Design axi_wr_arbiter_flat, sky130hd; sources not shown.
==> run_1/m1.png <==
Drawn at 2 px/um. Supply wires on this layer in gray.
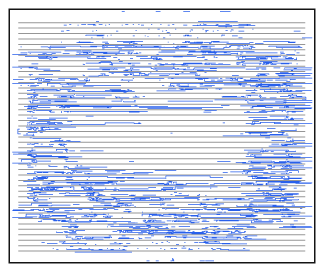
longest straight run	53.4 um
nets with wire on the layer	795
share of all routed wire	44%
main direction	horizontal
routed wire length: 16.0 mm
met1 Use GR: 21.4%

==> run_1/m2.png <==
Drawn at 2 px/um.
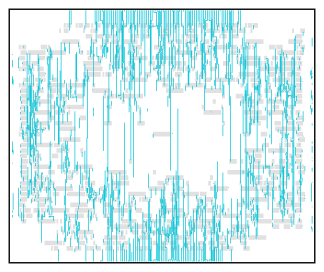
main direction	vertical
share of all routed wire	47%
wire length on this layer	7,450 um
nets with wire on the layer	727
longest straight run	44.9 um
M2 GR Usage: 25.6%
DR vias: 4,237

==> run_1/m3.png <==
Drawn at 2 px/um.
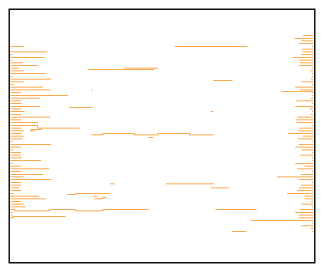
wire length on this layer	1,300 um
nets with wire on the layer	146
main direction	horizontal
share of all routed wire	8.1%
longest straight run	35.9 um
GR Layer Usage met3: 5.52%

==> summary.txt, run 1 <==
run results: layout cells sized above 1=15.5%, skew final=4.40 ps, DR DRC count=0, CP max FO=7, fin crit period=3960 ps, highest metal used=met4, FMAX=0.253 GHz, xor and xnor area share after synthesis=0%, setup TNS=0 ps, Final Non-Filler Cells=1,014, Sequential Area=1850 um^2, Worst-Margin Slew=668 ps, worst reg-to-reg path cell count=5, CTS tree=yes, cts hold-fix bufs=0, chip footprint=19,200 um^2, Worst Slack Setup Final=2470 ps, critical path's largest stage delay=530 ps, Final Cell Area=7010 um^2, number of CTS-inserted buffers=9, setup bufs post-CTS=0, DP Cell Count=999, initial antenna violation count=0, leakage=3.32 nW, Ant. Diodes=0, mux frac, synth=0%, CP startpoint kind=input pin, area delta synth->final=71.9%, Hold Path Cell Cnt=2, final count of negative-setup-slack endpoints=0, CTS Buffer Depth=2, router iterations before antenna repair=5, status=finished, final reports clean, hpwl dp=12.3 mm, Placer Congestion=0.814, cell count in the Yosys report=498, Fin. Hold Viols=0, post-detailed-route via-to-cell ratio=4.18, Main logic family=simple AND/OR/NAND/NOR gates, Ports=283, fill count=1,679, max cap viols=0, Iter 0 DRT Violations=165, synthesized cell area=4080 um^2, Peak VDD IR=143 uV, tool warnings=26, Resize count post-CTS=0, Insertion Delay late pin=340 ps, critical path type=input pin to primary output, GR peak layer=met2
## run 1: cell type report
cell class	instances	share of cell area [%]
Buffer	105	10.7
Clock buffer	11	3.32
Clock inverter	4	0.286
Inverter	15	0.875
Multi-Input combinational cell	372	23.8
Sequential cell	74	26.4
Tap cell	220	3.93
Timing Repair Buffer	213	30.6
## run 1: placed cells by master (no fill, tap or decap), types with 2 or more instances in the layout
cell type	count
buf_2	17
buf_4	74
buf_6	8
clkbuf_1	7
clkbuf_16	9
clkdlybuf4s50_1	212
clkinv_2	4
conb_1	70
dfrtp_1	73
inv_1	9
inv_2	5
nand2_1	89
nand3_1	197
nor2_1	6
o21ai_0	2
o21ai_1	3
## run 1: cell usage after synthesis
library cell	number	share of area [%]
nand3_1	197	24
nand2_1	89	8.2
buf_4	74	14
dfrtp_1	73	45
buf_2	17	2.1
inv_1	10	0.92
buf_6	8	2.2
nor2_1	6	0.55
clkbuf_1	5	0.46
inv_2	5	0.46
o21ai_1	3	0.37
conb_1	2	0.18
o21ai_0	2	0.25
a21boi_1	1	0.18
buf_1	1	0.092
dfstp_2	1	0.64
nor2_2	1	0.15
nor2_4	1	0.28
o211ai_1	1	0.18
or2_2	1	0.15
## run 1: critical path: cells and delay by family
| family | cells | cell delay (ps) |
|---|---|---|
| buffers and inverters | 2 | 1050 |
| and+or+nand+nor | 2 | 330 |
## run 1: report_power, final
group | switching (mW) | internal [mW] | leakage [nW]
Sequential | 0.125 | 0.698 | 0.914
Combinational | 0.710 | 0.745 | 2.28
Clock | 0.190 | 0.256 | 0.129
Total | 1.02 | 1.70 | 3.32
## run 1: kinds of logic after synthesis
kind of cell | Yosys count
buf+inv | 120
compound gates | 7
simple gates | 295
flops | 74
other cells | 2
==> run 1 -> run 2 <==
==> constraint.sdc (replaced) <==
create_clock -name iclk -period 3.4 [get_ports iclk]
set_input_delay 0.68 -clock iclk [delete_from_list [all_inputs] [get_ports iclk]]
set_output_delay 0.68 -clock iclk [all_outputs]
set_load 0.005 [all_outputs]
==> run_2/m4.png <==
Drawn at 2 px/um. Supply wires on this layer in gray.
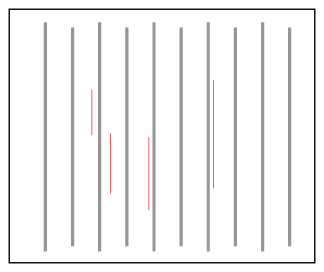
nets with wire on the layer	2
wire length on this layer	142 um
share of all routed wire	0.89%
main direction	vertical

==> summary.txt, run 2 <==
run results: critical path type=input pin to primary output, router iterations before antenna repair=5 (unchanged), worst reg-to-reg path cell count=5 (unchanged), CTS tree=yes, tool warnings=26 (unchanged), Sequential Area=1850 um^2 (unchanged), Hold Path Cell Cnt=2 (unchanged), top-count cell post-synth=nand3_1, skew final=4.40 ps (unchanged), Ant. Diodes=0 (unchanged), Resize count post-CTS=0 (unchanged), most frequent logic cell in the layout=clkdlybuf4s50_1, status=finished, final reports clean, number of CTS-inserted buffers=9 (unchanged), Ports=283 (unchanged), layout cells sized above 1=15.5% (unchanged), initial antenna violation count=0 (unchanged), max cap viols=0 (unchanged), CTS Buffer Depth=2 (unchanged), DR DRC count=0 (unchanged), post-detailed-route via-to-cell ratio=4.18 (unchanged), leakage=3.32 nW (unchanged), share of the synthesized area in the top cell type=44.8% (unchanged), CP startpoint kind=input pin, Placer Congestion=0.814 (unchanged), chip footprint=19,200 um^2 (unchanged), DR vias=4,237 (unchanged), Final Cell Area=7010 um^2 (unchanged), Fin. Hold Viols=0 (unchanged), setup bufs post-CTS=0 (unchanged)
==> run_2/m3.png <==
Drawn at 2 px/um.
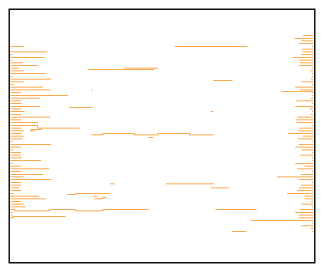
nets with wire on the layer	146
wire length on this layer	1,300 um
main direction	horizontal
longest straight run	35.9 um
share of all routed wire	8.1%

run 2: cell counts in the layout (fill, tap and decap cells not counted):
Identical to the previous run, type by type.
run 2: layer usage:
layer,GRT usage [%],vias to the layer above,share of wire (%)
met4,3.54,0,0.89
met5,0,-,0
met2,25.6,166,47
li1,-,2106,-
met1,21.4,1953,44
met3,5.52,12,8.1
run 2: cell families after synthesis:
group	Yosys count	share of synthesized area (%)
other	2	0.184
AOI/OAI and AO/OA	7	0.982
buffers and inverters	120	19.9
DFF	74	45.5
and+or+nand+nor	295	33.5
run 2: area by class of cell:
class                      instances  area share (%)
multi-input combinational        372            23.8
clock inverter                     4           0.286
timing repair buffer             213            30.6
inverter                          15           0.875
sequential                        74            26.4
buffer                           105            10.7
clock buffer                      11            3.32
tap                              220            3.93
run 2: worst max-delay path, stage by stage:
cell and delay, ps:
clkdlybuf4s50_1 530, nand2_1 190, nor2_1 140, clkdlybuf4s50_1 520
run 2: metrics by stage:
step	setup TNS, ps	cells	worst slack [ps]	utilization (%)	hold WS [ps]
3_3_place_gp	-50490	998	-697	41.0	459
4_1_cts	0	1014	634	42.7	486
5_1_grt	0	1014	512	42.7	510
3_5_place_dp	0	999	633	41.2	465
2_1_floorplan	0	566	840	-	465
6_report	0	1014	652	42.7	488
run 2: power breakdown:
part           leakage (nW)  switching, mW  internal [mW]  total (mW)
combinational          2.28           1.34           1.41        2.75
sequential            0.914          0.236           1.32        1.56
clock                 0.129          0.359          0.485       0.843
total                  3.32           1.94           3.21        5.15
==> run 2 -> run 3 <==
==> constraint.sdc (replaced) <==
create_clock -name iclk -period 2.35 [get_ports iclk]
set_input_delay 0.47 -clock iclk [delete_from_list [all_inputs] [get_ports iclk]]
set_output_delay 0.47 -clock iclk [all_outputs]
set_load 0.005 [all_outputs]
==> run_3/m2.png <==
Drawn at 2 px/um.
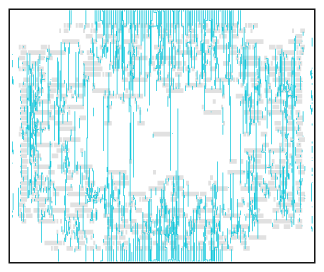
longest straight run	46.2 um
share of all routed wire	47%
main direction	vertical
wire length on this layer	7,490 um
nets with wire on the layer	726
DR vias: 4,253
routed wire length: 15.9 mm

==> summary.txt, run 3 <==
run results: status=finished, final reports clean, tool warnings=26 (unchanged), Worst Path Buf+Inv=2 (unchanged), number of CTS-inserted buffers=9 (unchanged), CP startpoint kind=input pin, Placer Congestion=0.814 (unchanged), met1 Use GR=21.5% (about the same), GR peak layer=met2, CTS Buffer Depth=2 (unchanged), Hold Path Cell Cnt=2 (unchanged), Crit path max-delay family=buffers and inverters, cells along the critical path=clkdlybuf4s50_1 > nand2_2 > nor2_1 > clkdlybuf4s50_1, critical path's slowest cell=clkdlybuf4s50_1, chip footprint=19,200 um^2 (unchanged), Post-Route M1 WL=7.03 mm (-0.52%), crit-path most repeated cell=clkdlybuf4s50_1, met3 wire length=1.27 mm (-1.7%), DR DRC count=0 (unchanged), CTS tree=yes, highest metal used=met4, Ports=283 (unchanged), Ant. Diodes=0 (unchanged), top-count cell post-synth=nand3_1, Crit path depth=4 (unchanged), share of the synthesized area in the top cell type=44.8% (unchanged), Worst Slack Setup Final=99.4 ps (-552 ps), critical path's largest stage delay=540 ps (about the same), critical path type=input pin to primary output
==> run_3/m4.png <==
Drawn at 2 px/um. Supply wires on this layer in gray.
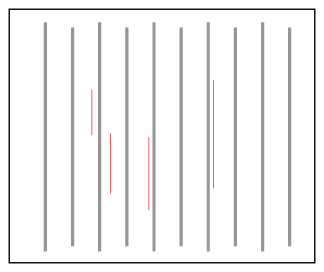
share of all routed wire	0.89%
longest straight run	53.7 um

run 3: cell types whose count changed in the layout (fill, tap and decap cells not counted):
cell     change
nor2_4       +1
nor2_1       -1
nand2_1      -1
nand2_2      +1
run 3: power by group:
| group | switching [mW] | internal (mW) | total (mW) |
|---|---|---|---|
| clock network | 0.520 | 0.702 | 1.22 |
| logic | 1.94 | 2.04 | 3.99 |
| registers | 0.347 | 1.91 | 2.26 |
run 3: through the flow:
step                      hold slack, ps  setup TNS, ps
after floorplan                      465              0
after global placement               459        -112550
after detailed placement             465              0
after CTS                            486              0
final                                488              0
after global routing                 510              0
run 3: cells by family (layout without fill, tap and decap cells):
logic type             count (synthesis)  count (layout)  synth area share [%]
AND/OR/NAND/NOR                      295             295                  33.5
buffers and inverters                120             348                  19.9
flip-flops                            74              74                  45.5
AND-OR/OR-AND                          7               7                 0.982
other                                  2              70                 0.184
run 3: worst register-to-register path: stages, from the launching register on:
cell and delay [ps]:
dfrtp_1 410, inv_1 70, nand2_1 120, nor2_4 200
buf_1 490, nand3_1 160, nand3_1 110
run 3: final cells by class:
| class | count | area (um^2) | share of cell area, % |
|---|---|---|---|
| clock inverters | 4 | 20.0 | 0.285 |
| clock buffers | 11 | 233 | 3.32 |
| inverters | 15 | 61.3 | 0.874 |
| multi-input cells | 372 | 1680 | 23.9 |
| flip-flops and latches | 74 | 1850 | 26.4 |
| repair buffers | 213 | 2140 | 30.5 |
| plain buffers | 105 | 753 | 10.7 |
| well taps | 220 | 275 | 3.92 |
run 3: repair_timing:
action | 4_1_cts | 5_1_grt
gates cloned | 0 | 0
gates resized | 2 | 1
setup endpoints to repair | 2 | 2
setup buffers | 0 | 0
Power is estimated from default activity; no workload was simulated.
